Design batter_judge, sky130hd; sources not shown.
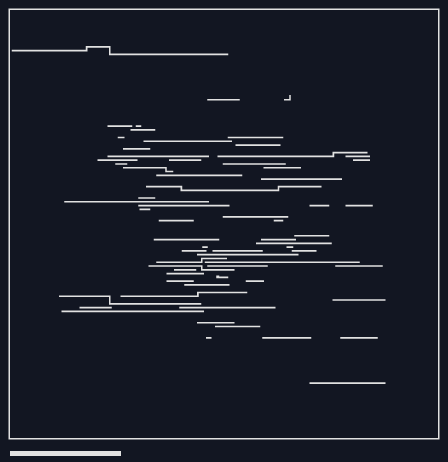
**Above:** run 1 (signal wires on met3).
The bar under the picture is 20 µm long.
46 nets have wire on it. The wires run mostly horizontal. The layer holds 9.1% of the routed length.
WL final: 7110 µm
met3 usage: 6.35%
DR vias: 2661

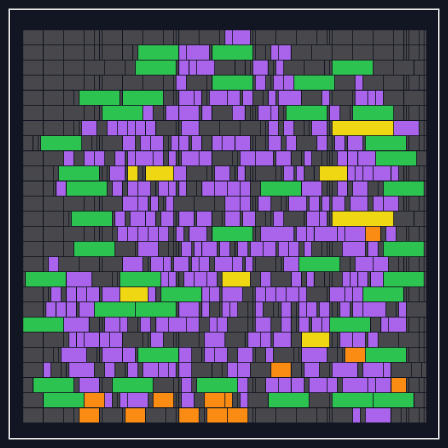
**Above:** run 1 (placement by cell class).
Fill, decap, tap and diode cells in gray.
Purple is remaining logic cells, cells 284, share of their area 61%. Yellow is clock drivers and dummy loads, cells 8, share of their area 4.8%. Orange is remaining buffers and delay cells, cells 13, share of their area 4.3%. Green is sequential cells, cells 41, share of their area 29%.
final core utilization: 55.9%
Final Instance Area: 2870 µm²
# rows: 26
Seq area share: 28.6%

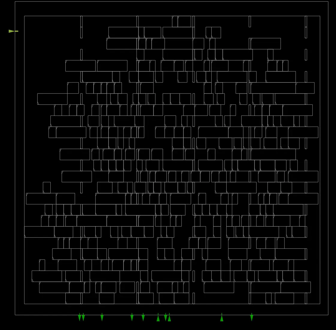
**Above:** run 1 (placement view).
Flops: 41
Core Footprint: 5140 µm²
Fillers: 519
tap cell count: 70
Non-Filler Instances: 416

==> reports/metrics.cfg, run 1 <==
[clock_network]
cts_buffers=5
cts.sinks=41

[place]
dp_hpwl_um=5010

[final_timing]
finalMaxSlewViolations=39
fin_crit_sh_pct=61.9
clock_skew_ns=0.00806
hold_ws_ns=0.486
tightest_slew_ns=1.74

[status]
status=finished, violations left
violations=capacitance limit, slew limit

[setup_path]
critical_path_arrival_ns=3.82
reg2reg_depth=8
cp_max_fo=38

[floorplanning]
initial_utilization_pct=50.8
chipArea_um2=5930
die_width_um=77

[routing]
first_iter_violations=244
vias_per_cell=6.40
ant_nets=0
met3RoutedLength_um=650

[power_and_ir_drop]
leakage_uw=0.00108

[hold_path]
min_path_cells=2

[logic_synthesis]
ys_area_um2=2610
ys_sh_simple_pct=28.0
avgSynthCellArea_um2=7.61
synth_flop_count=41

[finish]
lay_top_cells=a21oi_1 (45), dfxtp_1 (41), nor2_1 (34)

[flow_run]
drv_cap=1

[run 1: synthesized netlist by cell type, types with 3 or more instances]
| cell type | count | area share, % |
|---|---|---|
| dfxtp_1 | 41 | 31 |
| nor3b_1 | 4 | 1.2 |
| nand4_1 | 4 | 0.96 |
| nand2b_1 | 7 | 1.7 |
| or3_1 | 3 | 0.72 |
| nor2b_1 | 5 | 1.2 |
| a31oi_1 | 5 | 1.2 |
| mux2i_1 | 6 | 2.3 |
| nand3_1 | 10 | 1.9 |
| a21oi_1 | 45 | 8.6 |
| clkbuf_1 | 15 | 2.2 |
| ha_1 | 9 | 4.3 |
| nor4_1 | 13 | 3.1 |
| o221a_2 | 3 | 1.3 |
| or2_2 | 3 | 0.72 |
| a221oi_1 | 5 | 1.7 |
| nand2_1 | 15 | 2.2 |
| nor2_1 | 34 | 4.9 |
| o21a_1 | 3 | 0.86 |
| inv_1 | 17 | 2.4 |
| a21o_1 | 6 | 1.7 |
| o21ai_0 | 22 | 4.2 |
| or4_1 | 5 | 1.4 |
| nor3_1 | 20 | 3.8 |
| a211oi_1 | 3 | 0.86 |
| o31ai_1 | 6 | 1.7 |
[run 1: power by group]
part	switching, µW	internal, µW
registers	71.0	349
clock network	109	171
logic	666	366
total	846	885
[run 1: critical path: stages]
cell	delay, ns
dlygate4sd3_1	0.53
clkbuf_1	0.67
a2111oi_0	1.12
o21ai_0	0.21
o21ai_0	0.14
[run 1: logic make-up (layout without fill, tap and decap cells)]
group	Yosys count	count (layout)
compound gates	116	116
xor+xnor	1	1
fa+ha+maj	9	9
buf+inv	35	38
flops	41	41
mux	6	6
simple gates	135	135
[run 1: metrics by stage]
| stage | worst slack [ns] | std cells | power (µW) |
|---|---|---|---|
| 6_report | 2.21 | 416 | 1730 |
| 5_1_grt | 1.79 | 416 | 1870 |
| 4_1_cts | 2.38 | 416 | 1720 |
| 3_5_place_dp | 2.30 | 408 | 1430 |
| 3_3_place_gp | 2.35 | 408 | 1420 |
| 2_1_floorplan | 3.12 | 343 | 1210 |
[run 1: area by class of cell]
cell class                      instances  area, µm²  area share, %
Clock buffer                            5       68.8           2.39
Clock inverter                          3       65.1           2.26
Inverter                               17       63.8           2.22
Multi-Input combinational cell        267       1650           57.4
Sequential cell                        41        821           28.6
Tap cell                               70       87.6           3.05
Timing Repair Buffer                   13        119           4.14
[run 1: routing by layer]
| metal | global-route usage, % | vias up |
|---|---|---|
| li1 | - | 1286 |
| met1 | 35.7 | 1235 |
| met2 | 38.1 | 131 |
| met3 | 6.35 | 9 |
| met4 | 6.79 | 0 |
| met5 | - | - |
==> run 2: changes to the inputs <==
--- a/config.mk
+++ b/config.mk
@@ -9,11 +9,11 @@
 export CELL_PAD_IN_SITES_DETAIL_PLACEMENT = 0
 export CELL_PAD_IN_SITES_GLOBAL_PLACEMENT = 1
 export CORE_MARGIN = 2
-export CORE_UTILIZATION = 49
+export CORE_UTILIZATION = 41
 export CTS_CLUSTER_SIZE = 20
 export DETAILED_ROUTE_END_ITERATION = 8
 export MAX_ROUTING_LAYER = met4
-export PLACE_DENSITY = 0.95
+export PLACE_DENSITY = 0.86
 export RECOVER_POWER = 50
 export SLEW_MARGIN = 25
 export SYNTH_ARGS = -nofsm -noshare
==> constraint.sdc (replaced) <==
create_clock -name clk -period 3.1 [get_ports clk]
set_input_delay 0.62 -clock clk [delete_from_list [all_inputs] [get_ports clk]]
set_output_delay 0.62 -clock clk [all_outputs]
set_load 0.1 [all_outputs]
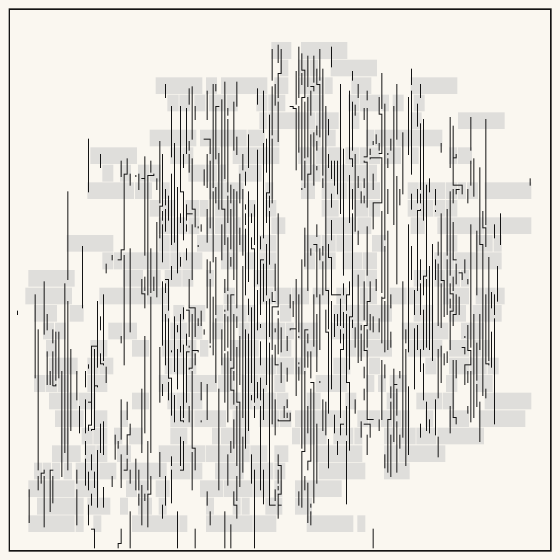
**Above:** run 2 (signal wires on met2).
The layer carries 3540 µm of wire. The longest straight run is 29.2 µm. The layer holds 47% of the routed length.
met2 Track Usage GR: 37.1%
DR vias: 2705

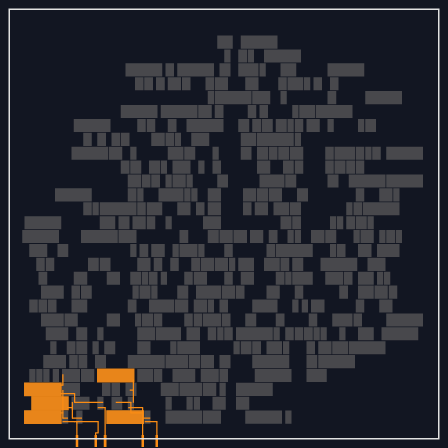
**Above:** run 2 (I/O nets highlighted).
Orange is `hitout`, bits 5, direction output, edge south, end cells 5, buffers 5, wire 73.5 µm.
num ports: 11
Port Buffers: 10

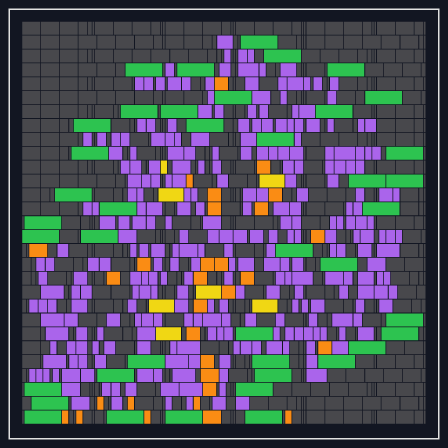
**Above:** run 2 (placement by cell class).
Fill, decap, tap and diode cells in gray.
Purple is remaining logic cells, cells 284, share of their area 61%. Orange is remaining buffers and delay cells, cells 30, share of their area 7.2%. Yellow is clock drivers and dummy loads, cells 7, share of their area 3.1%. Green is sequential cells, cells 41, share of their area 29%.
# rows: 29
Final Instance Area: 2910 µm²
Seq area share: 28.2%
final core utilization: 46.7%

==> reports/metrics.cfg, run 2 <==
[setup_path]
reg2reg_depth=8  ; unchanged
critical_path_arrival_ns=2.98  ; was 3.82 ns
cp_max_fo=10  ; was 38

[clock_network]
cts_buffers=5  ; unchanged
post_cts_buffers=0  ; unchanged
hold_buffers=0  ; unchanged
cts.sinks=41  ; unchanged
cts.clk_slew.worst_paths_ns=0.08  ; was 0.09 ns
clockBufferDepth=2  ; unchanged

[logic_synthesis]
synth_flop_count=41  ; unchanged
yosys.area.top_type_share_pct=31.4  ; unchanged
synthTopCellsByCount=a21oi_1 (45), dfxtp_1 (41), nor2_1 (34)  ; unchanged
ys_area_um2=2610  ; unchanged
largest_area_cell=dfxtp_1  ; unchanged
synth-cells-yosys=343  ; unchanged
synth_top_cell_by_count=a21oi_1  ; unchanged
synth_cell_types=52  ; unchanged
area_leaders=dfxtp_1 (31%), a21oi_1 (8.6%), nor2_1 (4.9%), ha_1 (4.3%), o21ai_0 (4.2%)  ; unchanged
avgSynthCellArea_um2=7.61  ; unchanged

[power_and_ir_drop]
leakage_uw=0.00110  ; was 0.00108 µW

[grt]
gr-total-overflow=0  ; unchanged

[finish]
num-fill-cells=656  ; was 519
largest_register_ffs=28  ; unchanged
lay_top_cells=a21oi_1 (45), dfxtp_1 (41), nor2_1 (34)  ; unchanged
nets=375  ; was 358

[hold_path]
hold_class=flip-flop to flip-flop  ; unchanged
min_path_cells=1  ; was 2

[routing]
vias_per_cell=6.16  ; was 6.40
ant_nets=0  ; unchanged
first_iter_violations=178  ; was 244
wl_um=7450  ; was 7110 µm
firstDrtPassIters=4  ; was 5

[floorplanning]
chipArea_um2=7020  ; was 5930 µm²
design.core.area_um2=6240  ; was 5140 µm²
die_y_um=83.8  ; was 77 µm
die_width_um=83.8  ; was 77 µm
initial_utilization_pct=41.8  ; was 50.8%

[final_timing]
setup_viol=0  ; unchanged
hold_viol_final=0  ; unchanged
finalMaxSlewViolations=0  ; was 39
tightest_slew_ns=1.17  ; was 1.74 ns
fmaxAchievable_mhz=358
timing.final.crit_period_ns=2.79
rsz0062_at_grt=no  ; unchanged
clock_skew_ns=0.00398  ; was 0.00806 ns
fin_crit_sh_pct=90.0

[place]
dp_hpwl_um=5450  ; was 5010 µm
place_area_um2=2860  ; was 2740 µm²

[status]
status=finished clean  ; was finished, violations left

[flow_run]
drv_cap=0  ; was 1

run 2: routing by layer:
layer  share of wire [%]  vias to the layer above  global-route usage, %
met2                  47                       78                   37.1
li1                    -                     1322                      -
met1                  45                     1295                   28.9
met4                 1.7                        0                   7.18
met3                 6.1                       10                   4.06
met5                   0                        -                      -
run 2: power by group:
group	switching [µW]	total, µW	internal, µW
logic	1280	2070	787
registers	136	788	652
clock network	185	362	177
total	1600	3220	1620
run 2: per-stage QoR:
stage | power, µW | hold WS, ns | util (%) | setup WS (ns) | instances
2_1_floorplan | 2260 | 0.431 | - | 0.712 | 343
3_3_place_gp | 2830 | 0.440 | 45.9 | 0.327 | 432
3_5_place_dp | 2850 | 0.449 | 45.9 | 0.295 | 432
4_1_cts | 3220 | 0.460 | 47.3 | 0.258 | 439
5_1_grt | 3500 | 0.487 | 46.7 | 0.0110 | 439
6_report | 3220 | 0.460 | 46.7 | 0.309 | 439
run 2: cell type report:
| cell class | count | area [µm²] | share of cell area, % |
|---|---|---|---|
| well taps | 77 | 96.3 | 3.31 |
| repair buffers | 30 | 203 | 6.96 |
| flip-flops and latches | 41 | 821 | 28.2 |
| clock buffers | 7 | 86.3 | 2.96 |
| inverters | 17 | 63.8 | 2.19 |
| multi-input cells | 267 | 1640 | 56.4 |
run 2: cells by family (layout without fill, tap and decap cells):
logic type / Yosys count / after routing / share of synthesized area [%]
compound gates: 116 / 116 / 28.2
xor+xnor: 1 / 1 / 0.335
simple gates: 135 / 135 / 28.0
flops: 41 / 41 / 31.4
buf+inv: 35 / 54 / 5.41
mux: 6 / 6 / 2.30
fa+ha+maj: 9 / 9 / 4.31
run 2: worst max-delay path, cell delays in order (launching register included):
cell and delay (ns):
dfxtp_1 0.31, inv_1 0.10, ha_1 0.23, nor3b_1 0.32, nand4_1 0.34, or3_1 0.63, a21oi_1 0.40, a21oi_1 0.07
o31ai_1 0.26
Power figures rest on the tool's default switching activity, not on a simulated workload.
